**src/rtl/switch_allocator_aging_pkg.sv**
```systemverilog
// Shared router configuration: port counts, default starvation threshold, age counter sizing.
package switch_allocator_aging_pkg;

  localparam int N           = 5;
  localparam int M           = 5;
  localparam int AGE_MAX_DEF = 8;

  function automatic int age_width(input int age_max);
    return $clog2(age_max + 1);
  endfunction

  localparam int AGE_W = age_width(AGE_MAX_DEF);
  typedef logic [AGE_W-1:0] age_t;

endpackage

```
**src/rtl/switch_allocator_aging_output_rr_arbiter.sv**
```systemverilog
// Per-output round-robin arbiter; starved requesters pre-empt the normal pool.
// Grant is combinational, pointer advances past the winner on the next edge.
module output_rr_arbiter #(
  parameter int N = 5
) (
  input  logic         clk,
  input  logic         reset_n,
  input  logic         ce,
  input  logic         en,
  input  logic [0:N-1] req,
  input  logic [0:N-1] starved,
  output logic [0:N-1] grant
);

  localparam int PW = (N > 1) ? $clog2(N) : 1;

  logic [PW-1:0] ptr;
  logic [PW-1:0] win;
  logic [0:N-1]  pool;
  logic          found;
  logic          fire;
  int            idx;

  always_comb begin
    pool  = (|(req & starved)) ? (req & starved) : req;
    found = 1'b0;
    win   = '0;
    idx   = 0;
    // Walk from ptr upward, wrapping at N; first hit in the pool wins.
    for (int k = 0; k < N; k++) begin
      idx = int'(ptr) + k;
      if (idx >= N) idx = idx - N;
      if (!found && pool[idx]) begin
        found = 1'b1;
        win   = PW'(idx);
      end
    end
    fire  = found & en & ce & reset_n;
    grant = '0;
    if (fire) grant[win] = 1'b1;
  end

  always_ff @(posedge clk or negedge reset_n) begin
    if (!reset_n) begin
      ptr <= '0;
    end else if (fire) begin
      ptr <= (int'(win) == N - 1) ? '0 : win + PW'(1);
    end
  end

endmodule

```
**src/rtl/switch_allocator_aging.sv**
```systemverilog
// Separable switch allocator: lowest-output request masking, per-output RR arbiters,
// and per-input age counters that force priority for inputs waiting AGE_MAX cycles.
module switch_allocator_aging
  import switch_allocator_aging_pkg::*;
#(
  parameter int AGE_MAX = AGE_MAX_DEF
) (
  input  logic                 clk,
  input  logic                 reset_n,
  input  logic                 ce,
  input  logic [0:M-1]         i_en,
  input  logic [0:N-1][0:M-1]  i_output_req,
  output logic [0:M-1][0:N-1]  o_output_grant,
  output logic [0:N-1]         o_input_grant,
  output logic [0:N-1]         o_starved
);

  localparam int AW = age_width(AGE_MAX);
  localparam logic [AW-1:0] AGE_SAT = AW'(AGE_MAX);

  logic [0:N-1][0:M-1] eff_req;
  logic [0:M-1][0:N-1] arb_req;
  logic [0:N-1][0:M-1] gnt_col;
  logic [0:N-1]        seen;
  logic [0:N-1]        starved;
  logic [0:N-1]        ig;
  logic [0:N-1]        arb_gnt [M];
  logic [AW-1:0]       age     [N];
  logic [AW-1:0]       age_nxt [N];

  // Keep only the lowest-index output per input so one input never wins twice.
  always_comb begin
    eff_req = '0;
    seen    = '0;
    for (int n = 0; n < N; n++) begin
      for (int m = 0; m < M; m++) begin
        if (!seen[n] && i_output_req[n][m]) begin
          eff_req[n][m] = 1'b1;
          seen[n]       = 1'b1;
        end
      end
    end
  end

  always_comb begin
    arb_req = '0;
    starved = '0;
    for (int n = 0; n < N; n++) begin
      starved[n] = (age[n] == AGE_SAT);
      for (int m = 0; m < M; m++) arb_req[m][n] = eff_req[n][m];
    end
  end

  for (genvar m = 0; m < M; m++) begin : g_arb
    output_rr_arbiter #(.N(N)) u_arb (
      .clk     (clk),
      .reset_n (reset_n),
      .ce      (ce),
      .en      (i_en[m]),
      .req     (arb_req[m]),
      .starved (starved),
      .grant   (arb_gnt[m])
    );
  end

  always_comb begin
    o_output_grant = '0;
    gnt_col        = '0;
    ig             = '0;
    for (int m = 0; m < M; m++) begin
      o_output_grant[m] = arb_gnt[m];
      ig                = ig | arb_gnt[m];
      for (int n = 0; n < N; n++) gnt_col[n][m] = arb_gnt[m][n];
    end
  end

  assign o_input_grant = ig;

  // Waiting (even behind a blocked output) ages; a grant or an idle input clears.
  always_comb begin
    for (int n = 0; n < N; n++) begin
      age_nxt[n] = '0;
      if (!ig[n] && (|eff_req[n])) begin
        age_nxt[n] = (age[n] == AGE_SAT) ? age[n] : age[n] + AW'(1);
      end
    end
  end

  always_ff @(posedge clk or negedge reset_n) begin
    if (!reset_n) begin
      for (int n = 0; n < N; n++) age[n] <= '0;
      o_starved <= '0;
    end else if (ce) begin
      for (int n = 0; n < N; n++) begin
        age[n]       <= age_nxt[n];
        o_starved[n] <= (age_nxt[n] == AGE_SAT);
      end
    end
  end

  always_ff @(posedge clk) begin
    if (reset_n) begin
      for (int m = 0; m < M; m++) begin
        assert ($onehot0(o_output_grant[m]));
        for (int n = 0; n < N; n++) begin
          assert (!o_output_grant[m][n] || (i_output_req[n][m] && i_en[m]));
        end
      end
      for (int n = 0; n < N; n++) assert ($onehot0(gnt_col[n]));
    end
  end

endmodule

```
**config.mk**
```make
export PLATFORM = sky130hd
export DESIGN_NAME = switch_allocator_aging
export DESIGN_NICKNAME = d
export VERILOG_FILES = /design/src/rtl/switch_allocator_aging_pkg.sv /design/src/rtl/switch_allocator_aging_output_rr_arbiter.sv /design/src/rtl/switch_allocator_aging.sv
export SDC_FILE = /design/constraint.sdc
export NUM_CORES = 1
export LEC_CHECK = 0
export ABC_CLOCK_PERIOD_IN_PS = 8150
export CAP_MARGIN = 25
export CORE_MARGIN = 2
export CORE_UTILIZATION = 35
export DETAILED_ROUTE_END_ITERATION = 7
export PLACE_DENSITY_LB_ADDON = 0.05
export SLEW_MARGIN = 40
export SYNTH_ARGS = -nofsm -noshare
export SYNTH_HDL_FRONTEND = slang
export SYNTH_SLANG_ARGS = --single-unit
```
**constraint.sdc**
```tcl
create_clock -name clk -period 8.15 [get_ports clk]
set_input_delay 2.0375 -clock clk [delete_from_list [all_inputs] [get_ports clk]]
set_output_delay 2.0375 -clock clk [all_outputs]
set_load 0.02 [all_outputs]
```
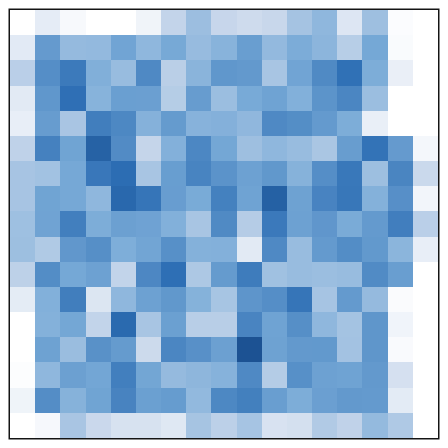
Fig. 1. Cell area per tile (run 1).
The die is cut into 17 by 17 equal tiles; white is low, dark blue is high, 0 to 100% covered.
tiles over 75% full: 2.1%
fullest tile: 86%
nearly empty tiles: 7.6%
mean over tiles: 43%

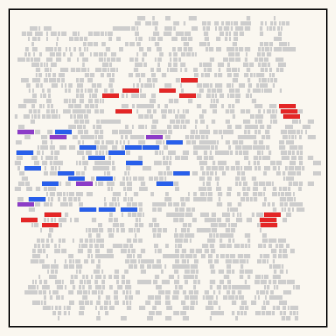
Fig. 2. Sequential cells grouped by signal name (run 1).
legend:
  red:
    signal: g_arb.u_arb.ptr
    sequential_cells: 15
  blue:
    signal: age
    sequential_cells: 20
  purple:
    signal: o_starved
    sequential_cells: 5
    where: left middle

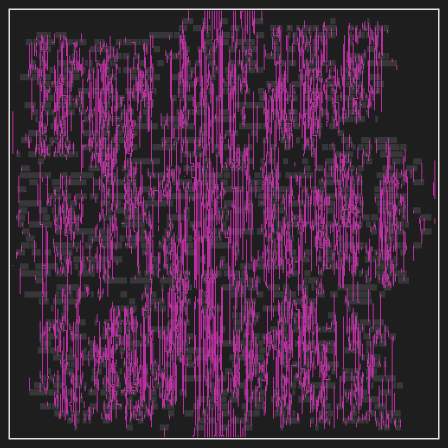
Fig. 3. Metal 2 (run 1).
wire length on this layer: 15,900 µm
main direction: vertical
share of all routed wire: 45%
longest straight run: 73.4 µm
nets with wire on the layer: 1,330

==> results_tabular.tex, run 1 <==
% Generated from flow reports
\begin{tabular}{lr}
\hline
Metric & Value \\
\hline
\multicolumn{2}{l}{\textbf{Global route}} \\
\quad Sum of overflow across all layers after global routing & 0 \\
\quad Overall fraction of global-route tracks in use & between 20\% and 30\% \\
\quad Maximum number of pins on one net before global-route repair & 42 \\
\quad Routing usage on met2 & 40.4\% \\
\quad Top Usage Layer GRT & met2 \\
\quad Via count of the first global-routing pass & 10,200 \\
\quad Grt met1 use & 35.3\% \\
\quad First-pass GRT wire length & 55,900 µm \\
\quad Initial antenna violation count & 0 \\
\quad Met3 Use GR & 2.72\% \\
\multicolumn{2}{l}{\textbf{Clock network}} \\
\quad Post-CTS Hold Buffers & 0 \\
\quad Clock tree root buffer cell & sky130\_fd\_sc\_hd\_\_clkbuf\_16 \\
\quad TritonCTS clock tree & built \\
\quad Number of levels in the clock H-tree & 2 \\
\quad Clock Latency Late Sink & 0.29 ns \\
\quad Buffer depth of the longest clock path & 2 \\
\quad Num CTS Buffers & 5 \\
\quad Post-CTS sizing & 32 \\
\quad Clock-pin slew reported for the worst setup and hold paths after clock tree synthesis & 0.07 ns \\
\multicolumn{2}{l}{\textbf{Final layout}} \\
\quad Number of standard cells in the layout, taps in and fillers out & 1,838 \\
\quad Fin nets & 1,602 \\
\quad Dominant logic cell types in the final layout & sky130\_fd\_sc\_hd\_\_buf\_4, sky130\_fd\_sc\_hd\_\_nor2\_1, sky130\_fd\_sc\_hd\_\_nand2\_1 \\
\quad Diode insertion count for antenna repair & 0 \\
\quad Fraction of layout instances using a drive strength above 1 & 24.6\% \\
\quad Synth-to-layout area growth & 33.1\% \\
\multicolumn{2}{l}{\textbf{Detailed routing}} \\
\quad Via density per instance & a little under 6 \\
\quad Aggregate routed wire length & about 35,000 µm \\
\quad Via Count & $\sim$11,000 \\
\quad Residual DRC count & 0 \\
\quad Number of nets with antenna violations after detailed routing & 0 \\
\quad Met1 wire length & 17,000 µm \\
\quad Total length of routed met3 wires & 1560 µm \\
\quad Wirelength per Cell & 19.2 µm \\
\quad Total met2 wirelength after detailed routing & 15,900 µm \\
\quad Pre-Repair DR Iteration Count & 5 \\
\quad Number of DRC markers after the initial detailed-route iteration & roughly 740 \\
\multicolumn{2}{l}{\textbf{Timing}} \\
\quad Worst Max-Slew Pin Slew & roughly 0.8 ns \\
\quad Final count of pins violating max slew & 0 \\
\quad Final Hold Violation Tally & 0 \\
\quad Worst max-slew margin expressed relative to the limit & 46.6\% \\
\quad Worst path setup slack after routing & 0.0800 ns \\
\quad Post-layout min period & 8.07 ns \\
\quad Final worst clock skew & 0.00919 ns \\
\multicolumn{2}{l}{\textbf{Worst setup path}} \\
\quad Critical path endpoint & o\_input\_grant[0] \\
\quad Element type at the critical path start & input pin \\
\quad Worst stage delay on the critical path & 0.59 ns \\
\quad CP endpoint kind & output port \\
\quad Slowest stage cell on the critical path & sky130\_fd\_sc\_hd\_\_or4\_4 \\
\quad Worst-case reg-to-reg path depth & 22 \\
\quad Slack of the worst reg-to-reg path & approximately 2.9 ns \\
\quad Endpoint arrival time on the critical path & 6.03 ns \\
\quad Reg2reg end & age[10] \\
\quad Data required time at the worst endpoint & 6.11 ns \\
\quad Worst path depth & 12 \\
\quad Crit Reg-Reg Startpoint & g\_arb[3].u\_arb.ptr[0] \\
\quad CP cell instances & clkdlybuf4s50\_1, buf\_4, or4b\_4, nand2b\_4, and3\_4, a211o\_1, a41o\_1, or3\_1, or4\_4, a2111oi\_4, or4\_1, clkbuf\_2 \\
\quad Kind of cell adding the most delay to the critical path & simple AND/OR/NAND/NOR gates \\
\multicolumn{2}{l}{\textbf{Synthesis}} \\
\quad Mux cell area share after synthesis & 3.34\% \\
\quad FFs w/ async S/R, synth & 100\% \\
\quad Share of synthesized area occupied by flip-flops and latches & 10.9\% \\
\quad Number of synthesized flops with an enable pin & 0 \\
\quad Arithmetic-cell share of the synthesized area counting full adders, half adders and majority gates & under 10\% \\
\quad Dominant kind of combinational cell & simple AND/OR/NAND/NOR gates \\
\quad Cell type with the largest total area & sky130\_fd\_sc\_hd\_\_dfrtp\_1 \\
\quad Ao+oa area frac & 32.5\% \\
\quad Proportion of netlist area held by the largest area contributor & 10.9\% \\
\quad Most instantiated cells after synthesis & sky130\_fd\_sc\_hd\_\_nor2\_1, sky130\_fd\_sc\_hd\_\_nand2\_1, sky130\_fd\_sc\_hd\_\_inv\_1, sky130\_fd\_sc\_hd\_\_a21oi\_1, sky130\_fd\_sc\_hd\_\_o21ai\_0 \\
\quad Synth cell types & 121 \\
\quad Syn\_area\_per\_cell & approximately 7.4 µm² \\
\quad Simple share & around a third \\
\quad Number of cell instances after yosys synthesis & 1,243 \\
\quad Syn Nets & between 1,000 and 1,500 \\
\quad Most popular library cell in the synthesized design by count & sky130\_fd\_sc\_hd\_\_nor2\_1 \\
\quad Cell area after synthesis & 9200 µm² \\
\quad Number of standard cells after synthesis & 1,243 \\
\quad Share of the synthesized netlist area taken by xor and xnor gates & 3.33\% \\
\quad Area reported by Yosys stat & between 9000 and 10,000 µm² \\
\multicolumn{2}{l}{\textbf{Floorplan}} \\
\quad I/O pins & slightly below 70 \\
\quad Vertical die size & 166 µm \\
\quad Die X & 166 µm \\
\quad Placeable Area & 25,900 µm² \\
\quad Chip area & 27,600 µm² \\
\quad Floorplan core density & 35.5\% \\
\quad Total number of placement rows & 59 \\
\multicolumn{2}{l}{\textbf{Worst hold path}} \\
\quad Count of cells along the worst hold path & 1 \\
\quad Kind of path behind the tightest hold check & flip-flop to flip-flop \\
\multicolumn{2}{l}{\textbf{Place}} \\
\quad Quantity of I/O buffers inserted on ports & 67 \\
\quad Weighted congestion at the end of routability-driven global placement & a little over 0.9 \\
\quad Estimated wirelength of the detail-placed design & 28,500 µm \\
\quad Pre-CTS setup slack & -0.457 ns \\
\multicolumn{2}{l}{\textbf{Flow run}} \\
\quad Max capacitance violation total & 0 \\
\multicolumn{2}{l}{\textbf{Status}} \\
\quad Outcome & finished, final reports clean \\
\hline
\end{tabular}
-- run 1: flip-flops by register name, indices dropped and copies added, names as in the netlist --
signal and count:
o_starved 5, age 20, g_arb.u_arb.ptr 15
-- run 1: per-stage QoR --
| step | hold WS [ns] | TNS, ns | instance area [µm²] | utilization [%] |
|---|---|---|---|---|
| CTS | 0.495 | -0.0938 | 12100 | 46.5 |
| finish | 0.490 | 0 | 12200 | 47.3 |
| global route | 0.524 | -0.0317 | 12200 | 47.3 |
| floorplan | 0.518 | 0 | 9200 | - |
| global placement | 0.488 | -3.32 | 11800 | 45.4 |
| detailed placement | 0.475 | -3.44 | 11800 | 45.4 |
-- run 1: logic make-up after synthesis --
family,after synthesis
compound gates,402
xor+xnor,35
fa+ha+maj,67
buf+inv,131
flops,40
mux,30
simple gates,538
-- run 1: final cells by class --
| type | instances | area (µm²) |
|---|---|---|
| fillers | 2618 | 13700 |
| multi-input cells | 1072 | 7930 |
| repair buffers | 303 | 2430 |
| flip-flops and latches | 40 | 1000 |
| well taps | 335 | 419 |
| inverters | 80 | 300 |
| clock buffers | 5 | 125 |
| clock inverters | 3 | 46.3 |
-- run 1: worst min-delay path by stage --
stage	from	endpoint
5_1_grt	o_starved[2]	o_starved[2]
2_1_floorplan	age[6]	age[6]
4_1_cts	o_starved[3]	o_starved[3]
3_3_place_gp	o_starved[2]	o_starved[2]
6_report	o_starved[3]	o_starved[3]
3_5_place_dp	o_starved[3]	o_starved[3]
Fig. 4: run 1, M1 wires
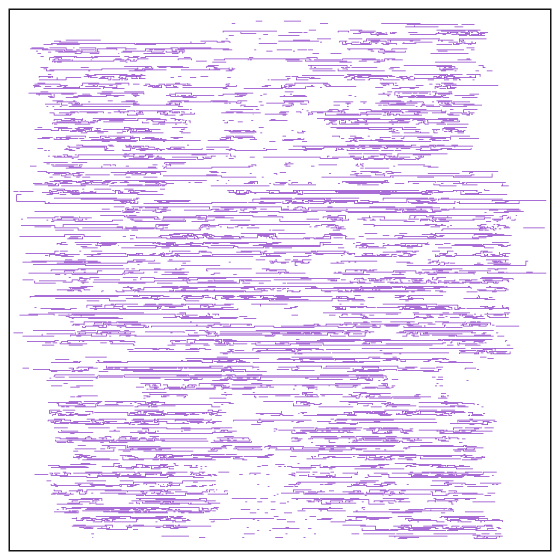

## Run 2: what changed since run 1
Settings changed: CORE_MARGIN 2 to unset.
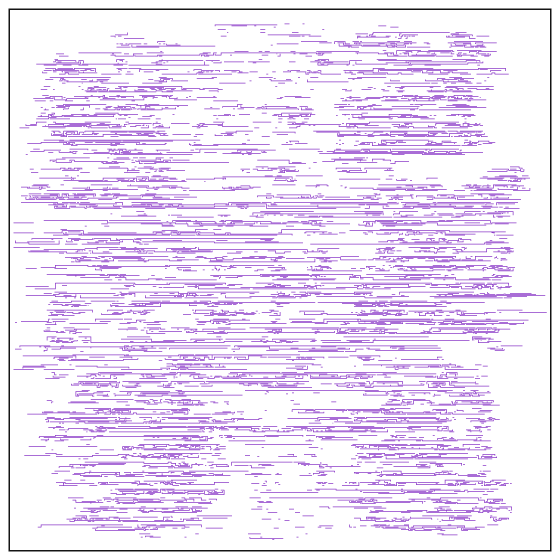
Fig. 5. M1 wires (run 2).
main direction: horizontal
longest straight run: 61.6 µm

==> results_tabular.tex, run 2 <==
% Generated from flow reports
\begin{tabular}{lr}
\hline
Metric & Value \\
\hline
\multicolumn{2}{l}{\textbf{Clock network}} \\
\quad Clock tree root buffer cell & sky130\_fd\_sc\_hd\_\_clkbuf\_16 \\
\quad Num CTS Buffers & 5 \\
\quad Clock-pin slew reported for the worst setup and hold paths after clock tree synthesis & 0.06 ns \\
\quad Clock Latency Late Sink & 0.30 ns \\
\quad Post-CTS Hold Buffers & 0 \\
\quad Number of levels in the clock H-tree & 2 \\
\quad Total clock sinks & about 40 \\
\quad TritonCTS clock tree & built \\
\quad Buffer depth of the longest clock path & 2 \\
\multicolumn{2}{l}{\textbf{Timing}} \\
\quad Worst slack on hold paths & 0.504 ns \\
\quad Worst max-slew margin expressed relative to the limit & 52.2\% \\
\quad Post-route fraction of the period consumed by the critical path & 98.4\% \\
\quad Endpoints failing setup & 0 \\
\quad Worst path setup slack after routing & 0.129 ns \\
\quad Aggregate negative setup slack & 0 ns \\
\quad Final Hold Violation Tally & 0 \\
\quad Worst Max-Slew Pin Slew & 0.716 ns \\
\quad Final worst clock skew & 0.00931 ns \\
\quad Post-layout min period & 8.02 ns \\
\quad Peak Freq & 125 MHz \\
\quad Final count of pins violating max slew & 0 \\
\multicolumn{2}{l}{\textbf{Final layout}} \\
\quad Fin nets & 1,588 \\
\quad Core utilization of the finished layout & 47.5\% \\
\quad Register ranked first by flip-flop count & age \\
\quad Finished Cell Area & 12,100 µm² \\
\quad Number of flip-flops under the largest register name & 20 \\
\quad Largest registers ranked by flip-flop count & age x20, g\_arb.u\_arb.ptr x15, o\_starved x5 \\
\quad Dominant logic cell types in the final layout & sky130\_fd\_sc\_hd\_\_buf\_4, sky130\_fd\_sc\_hd\_\_nor2\_1, sky130\_fd\_sc\_hd\_\_nand2\_1 \\
\quad Synth-to-layout area growth & 31.4\% \\
\quad Filler cells & $\sim$2,600 \\
\quad Diode insertion count for antenna repair & 0 \\
\quad Fraction of layout instances using a drive strength above 1 & between 20\% and 30\% \\
\quad Commonest Layout Cell & sky130\_fd\_sc\_hd\_\_buf\_4 \\
\quad Number of standard cells in the layout, taps in and fillers out & approximately 1,800 \\
\multicolumn{2}{l}{\textbf{Synthesis}} \\
\quad Syn Nets & 1,343 \\
\quad Cell type with the largest total area & sky130\_fd\_sc\_hd\_\_dfrtp\_1 \\
\quad Synth top area cells & sky130\_fd\_sc\_hd\_\_dfrtp\_1, sky130\_fd\_sc\_hd\_\_ha\_1, sky130\_fd\_sc\_hd\_\_a21oi\_1, sky130\_fd\_sc\_hd\_\_nor2\_1, sky130\_fd\_sc\_hd\_\_o21ai\_0 \\
\quad Area reported by Yosys stat & approximately 9000 µm² \\
\quad Proportion of netlist area held by the largest area contributor & 10.9\% \\
\quad Share of synthesized area occupied by flip-flops and latches & a little over a tenth \\
\quad Synth cell types & 121 \\
\quad Number of standard cells after synthesis & approximately 1,200 \\
\quad Post-synthesis sequential element count & 40 \\
\quad Most popular library cell in the synthesized design by count & sky130\_fd\_sc\_hd\_\_nor2\_1 \\
\quad FFs w/ async S/R, synth & 100\% \\
\quad Number of cell instances after yosys synthesis & approximately 1,200 \\
\quad Syn\_area\_per\_cell & 7.40 µm² \\
\quad Most instantiated cells after synthesis & sky130\_fd\_sc\_hd\_\_nor2\_1, sky130\_fd\_sc\_hd\_\_nand2\_1, sky130\_fd\_sc\_hd\_\_inv\_1, sky130\_fd\_sc\_hd\_\_a21oi\_1, sky130\_fd\_sc\_hd\_\_o21ai\_0 \\
\quad Cell area after synthesis & 9200 µm² \\
\quad Most used flip-flop cell after synthesis & sky130\_fd\_sc\_hd\_\_dfrtp\_1 \\
\quad Number of warnings issued by yosys & 0 \\
\quad Number of synthesized flops with an enable pin & 0 \\
\multicolumn{2}{l}{\textbf{Detailed routing}} \\
\quad Pre-Repair DR Iteration Count & 6 \\
\quad Wirelength per Cell & 19.0 µm \\
\quad Number of DRC markers after the initial detailed-route iteration & roughly 880 \\
\quad Number of nets with antenna violations after detailed routing & 0 \\
\quad Residual DRC count & 0 \\
\quad Via Count & 10,600 \\
\quad Via density per instance & slightly below 6 \\
\quad Aggregate routed wire length & between 30,000 and 40,000 µm \\
\multicolumn{2}{l}{\textbf{Global route}} \\
\quad Overall fraction of global-route tracks in use & 25.7\% \\
\quad Sum of overflow across all layers after global routing & 0 \\
\quad First-pass GRT wire length & 54,500 µm \\
\quad Maximum number of pins on one net before global-route repair & 42 \\
\quad Via count of the first global-routing pass & 9,860 \\
\quad Initial antenna violation count & 0 \\
\multicolumn{2}{l}{\textbf{Floorplan}} \\
\quad Total number of placement rows & 58 \\
\quad Chip area & 26,900 µm² \\
\quad I/O pins & approximately 68 \\
\quad Vertical die size & 164 µm \\
\quad Floorplan core density & 36.1\% \\
\quad Placeable Area & 25,500 µm² \\
\quad Die X & $\sim$160 µm \\
\multicolumn{2}{l}{\textbf{Status}} \\
\quad Outcome & finished, final reports clean \\
\multicolumn{2}{l}{\textbf{Place}} \\
\quad Weighted congestion at the end of routability-driven global placement & 0.923 \\
\quad Placement Cell Area & 11,700 µm² \\
\quad Estimated wirelength of the detail-placed design & between 20,000 and 30,000 µm \\
\quad Pre-CTS setup slack & -0.395 ns \\
\quad Cell Count Post-Placement & $\sim$1,800 \\
\quad Quantity of I/O buffers inserted on ports & 67 \\
\multicolumn{2}{l}{\textbf{Worst setup path}} \\
\quad Element type at the critical path start & input pin \\
\quad CP cell instances & clkdlybuf4s50\_1, or3b\_2, o22ai\_2, o31a\_2, nor3\_1, o311a\_1, nand4bb\_4, o311a\_1, buf\_4, nor2b\_1, or4b\_1, dlygate4sd2\_1 \\
\quad Most prevalent standard cell on the critical path & sky130\_fd\_sc\_hd\_\_o311a\_1 \\
\quad Kind of cell adding the most delay to the critical path & simple AND/OR/NAND/NOR gates \\
\quad Slowest stage cell on the critical path & sky130\_fd\_sc\_hd\_\_or4b\_1 \\
\quad Worst stage delay on the critical path & 0.59 ns \\
\quad Endpoint arrival time on the critical path & 5.98 ns \\
\quad CP endpoint kind & output port \\
\quad CP Max Fanout & 9 \\
\quad Data required time at the worst endpoint & 6.11 ns \\
\quad CP Buf/Inv Count & 3 \\
\quad Slack of the worst reg-to-reg path & 2.86 ns \\
\quad Class of the most critical setup path & input pin to output port \\
\multicolumn{2}{l}{\textbf{Flow run}} \\
\quad Warning total across the stage logs & $\sim$63 \\
\quad Max capacitance violation total & 0 \\
\multicolumn{2}{l}{\textbf{Worst hold path}} \\
\quad Kind of path behind the tightest hold check & flip-flop to flip-flop \\
\hline
\end{tabular}
run 2: cell counts after synthesis:
Identical to the previous run, type by type.
run 2: worst paths after layout:
| check | start | endpoint | cells past startpoint |
|---|---|---|---|
| min in group asynchronous | reset_n | g_arb[2].u_arb.ptr[2] | 2 |
| max | i_output_req[2] | o_input_grant[4] | 12 |
| max reg2reg | g_arb[0].u_arb.ptr[1] | age[10] | 21 |
| max in group asynchronous | reset_n | age[15] | 2 |
| min reg2reg | o_starved[3] | o_starved[3] | 1 |
| min | o_starved[3] | o_starved[3] | 1 |
run 2: timing repair:
| item | CTS | global route |
|---|---|---|
| setup endpoints to repair | 16 | 19 |
| cloned | 0 | 0 |
| setup buffers | 3 | 4 |
| resized | 29 | 41 |
| pin swaps | 5 | 8 |
run 2: cell type report:
cell class,instances,area (µm²),share of cell area (%)
Clock inverter,3,46.3,0.383
Sequential cell,40,1000,8.28
Inverter,80,300,2.48
Timing Repair Buffer,289,2320,19.2
Multi-Input combinational cell,1072,7890,65.2
Tap cell,330,413,3.41
Clock buffer,5,125,1.03
run 2: per-layer routing:
| layer | routed length, µm | track usage [%] | vias to the layer above |
|---|---|---|---|
| met5 | 0 | 0 | - |
| met4 | 962 | 8.33 | 0 |
| met3 | 1400 | 1.57 | 48 |
| met2 | 15500 | 40.8 | 273 |
| met1 | 16700 | 36.9 | 5017 |
| li1 | - | - | 5248 |
run 2: logic make-up (layout without fill, tap and decap cells):
logic type	Yosys count	in the layout	synth area share (%)
adder cells (fa/ha/maj)	67	67	9.52
AND/OR/NAND/NOR	538	538	34.6
XOR/XNOR	35	35	3.33
flip-flops	40	40	10.9
buffers and inverters	131	377	5.90
AND-OR/OR-AND	402	402	32.5
multiplexers	30	30	3.34
Fig. 6: run 2, metal 2
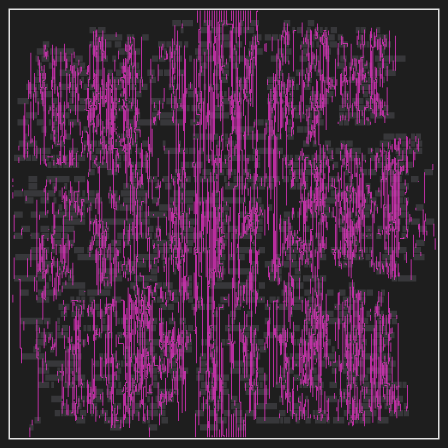

## Run 3: what changed since run 2
Settings changed: ABC_AREA set to 1, GPL_TIMING_DRIVEN set to 0.
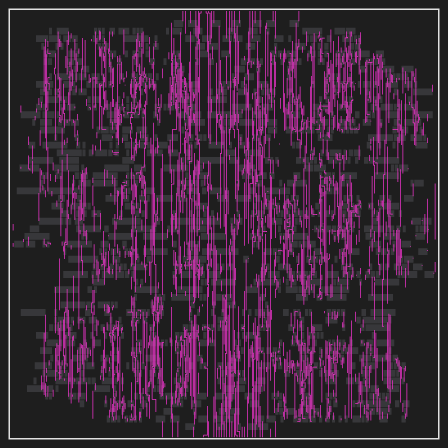
Fig. 7. Metal 2 (run 3).
nets with wire on the layer: 1,087
wire length on this layer: 11,400 µm
main direction: vertical

==> results_tabular.tex, run 3 <==
% Generated from flow reports
\begin{tabular}{lr}
\hline
Metric & Value \\
\hline
\multicolumn{2}{l}{\textbf{Synthesis}} \\
\quad Syn Nets & 1,370 \\
\quad Syn\_area\_per\_cell & between 6 and 7 µm² \\
\quad Cell area after synthesis & 7990 µm² \\
\quad Synth cell types & 49 \\
\quad Proportion of netlist area held by the largest area contributor & 13.9\% \\
\quad Number of cell instances after yosys synthesis & around 1,300 \\
\quad Number of standard cells after synthesis & 1,270 \\
\quad Cell type with the largest total area & sky130\_fd\_sc\_hd\_\_nand2\_1 \\
\quad Area reported by Yosys stat & 7990 µm² \\
\quad Most popular library cell in the synthesized design by count & sky130\_fd\_sc\_hd\_\_nand2\_1 \\
\quad Most instantiated cells after synthesis & sky130\_fd\_sc\_hd\_\_nand2\_1, sky130\_fd\_sc\_hd\_\_inv\_1, sky130\_fd\_sc\_hd\_\_nand3\_1, sky130\_fd\_sc\_hd\_\_nor2\_1, sky130\_fd\_sc\_hd\_\_ha\_1 \\
\quad Share of synthesized area occupied by flip-flops and latches & between 10\% and 20\% \\
\multicolumn{2}{l}{\textbf{Worst setup path}} \\
\quad Most prevalent standard cell on the critical path & sky130\_fd\_sc\_hd\_\_nand2\_1 \\
\quad Critical path endpoint & o\_input\_grant[2] \\
\quad Crit Reg-Reg Startpoint & g\_arb[2].u\_arb.ptr[0] \\
\quad Reg2reg end & o\_starved[4] \\
\quad Slack of the worst reg-to-reg path & between 3 and 4 ns \\
\quad Data required time at the worst endpoint & $\sim$6.1 ns \\
\quad CP Max Fanout & 6 \\
\quad CP cell instances & clkdlybuf4s50\_1, nor2\_1, nand2\_1, nand2\_2, nor2\_4, nand3\_1, nand2\_1, nand4\_1, nand2\_4, inv\_2, nand2\_1, nand2\_1, nand2\_1, nand2\_1, nor2\_1, nand2\_2, inv\_2, nor2\_1, nor2\_1, nand3\_2, or2\_2, clkdlybuf4s50\_1 \\
\quad CP Buf/Inv Count & 4 \\
\quad Worst-case reg-to-reg path depth & 23 \\
\quad Endpoint arrival time on the critical path & slightly below 6 ns \\
\quad Element type at the critical path start & input pin \\
\multicolumn{2}{l}{\textbf{Worst hold path}} \\
\quad Count of cells along the worst hold path & 2 \\
\quad Start point of the worst min-delay path & o\_starved[0] \\
\quad End point of the most critical hold path & o\_starved[0] \\
\multicolumn{2}{l}{\textbf{Place}} \\
\quad Quantity of I/O buffers inserted on ports & 66 \\
\quad Placement Cell Area & between 9000 and 10,000 µm² \\
\quad Estimated wirelength of the detail-placed design & around 20,000 µm \\
\quad Cell Count Post-Placement & 1,617 \\
\multicolumn{2}{l}{\textbf{Final layout}} \\
\quad Fraction of layout instances using a drive strength above 1 & 15.4\% \\
\quad Core utilization of the finished layout & 41.5\% \\
\quad Synth-to-layout area growth & 14.7\% \\
\quad Number of standard cells in the layout, taps in and fillers out & about 1,600 \\
\quad Number of flip-flops under the largest register name & 20 \\
\quad Commonest Layout Cell & sky130\_fd\_sc\_hd\_\_nand2\_1 \\
\multicolumn{2}{l}{\textbf{Global route}} \\
\quad Initial antenna violation count & 0 \\
\quad Via count of the first global-routing pass & 7,435 \\
\quad Maximum number of pins on one net before global-route repair & 31 \\
\multicolumn{2}{l}{\textbf{Floorplan}} \\
\quad Placeable Area & 22,100 µm² \\
\quad I/O pins & 68 \\
\quad Total number of placement rows & approximately 54 \\
\quad Chip area & 23,400 µm² \\
\quad Die X & 153 µm \\
\quad Floorplan core density & 36.2\% \\
\multicolumn{2}{l}{\textbf{Timing}} \\
\quad Aggregate negative setup slack & 0 ns \\
\quad Worst max-slew margin expressed relative to the limit & a little over 60\% \\
\quad Peak Freq & about 130 MHz \\
\quad Final count of pins violating max slew & 0 \\
\quad Endpoints failing setup & 0 \\
\quad Final Hold Violation Tally & 0 \\
\quad Worst path setup slack after routing & 0.304 ns \\
\quad Worst Max-Slew Pin Slew & 0.563 ns \\
\quad Worst slack on hold paths & $\sim$0.5 ns \\
\multicolumn{2}{l}{\textbf{Detailed routing}} \\
\quad Aggregate routed wire length & 24,000 µm \\
\quad Pre-Repair DR Iteration Count & 5 \\
\quad Residual DRC count & 0 \\
\multicolumn{2}{l}{\textbf{Flow run}} \\
\quad Max capacitance violation total & 0 \\
\quad Warning total across the stage logs & 63 \\
\multicolumn{2}{l}{\textbf{Status}} \\
\quad Outcome & finished, final reports clean \\
\multicolumn{2}{l}{\textbf{Clock network}} \\
\quad Number of levels in the clock H-tree & 2 \\
\quad Clock-pin slew reported for the worst setup and hold paths after clock tree synthesis & 0.06 ns \\
\hline
\end{tabular}
-- run 3: netlist changes by cell type in the layout (fill, tap and decap cells not counted), moves of 47 or more --
cell                      before  now
sky130_fd_sc_hd__inv_1        76  188
sky130_fd_sc_hd__nand2_1      77  296
sky130_fd_sc_hd__nand3_1      54  161
sky130_fd_sc_hd__buf_4       223    2
sky130_fd_sc_hd__nor3_1       53    6
-- run 3: metal layers --
layer / track usage (%) / wire length (µm) / up-vias
met3: 1.79 / 603 / 18
met5: 0 / 0 / -
met1: 29.0 / 11700 / 3645
met2: 35.2 / 11400 / 107
met4: 2.98 / 296 / 0
li1: - / - / 4273
-- run 3: final cells by class --
class	count	area (µm²)
Inverter	221	830
Buffer	10	51.3
Tap cell	280	350
Clock inverter	2	12.5
Multi-Input combinational cell	999	6110
Timing Repair Buffer	67	678
Fill cell	2419	12900
Sequential cell	40	1000
Clock buffer	5	125
-- run 3: cell families (layout without fill, tap and decap cells) --
family	Yosys count	count (layout)	synth area share, %
adders and majority gates	67	67	11.0
xor gates and xnor gates	39	39	4.46
DFF	40	40	12.5
buffers and inverters	231	305	11.0
AOI/OAI and AO/OA	156	156	12.1
and+or+nand+nor	737	737	48.9
-- run 3: what timing repair did --
item,CTS,global route
setup endpoints to repair,0,1
setup buffers,0,0
gates resized,0,1
hold buffers,0,0

==> layout pictures side by side <==
Cell outlines without signal wires.
shot_01.png
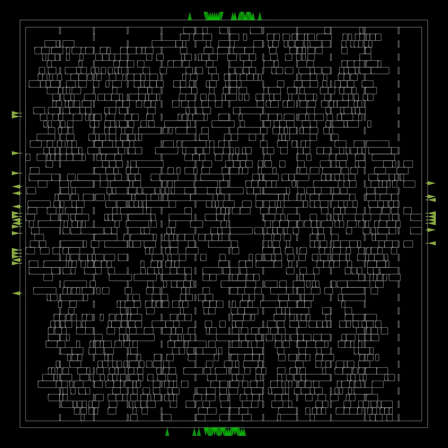
shot_02.png
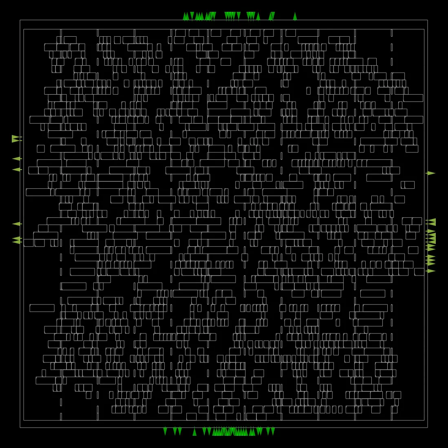
- shot_02.png = run 3
- shot_01.png = run 1

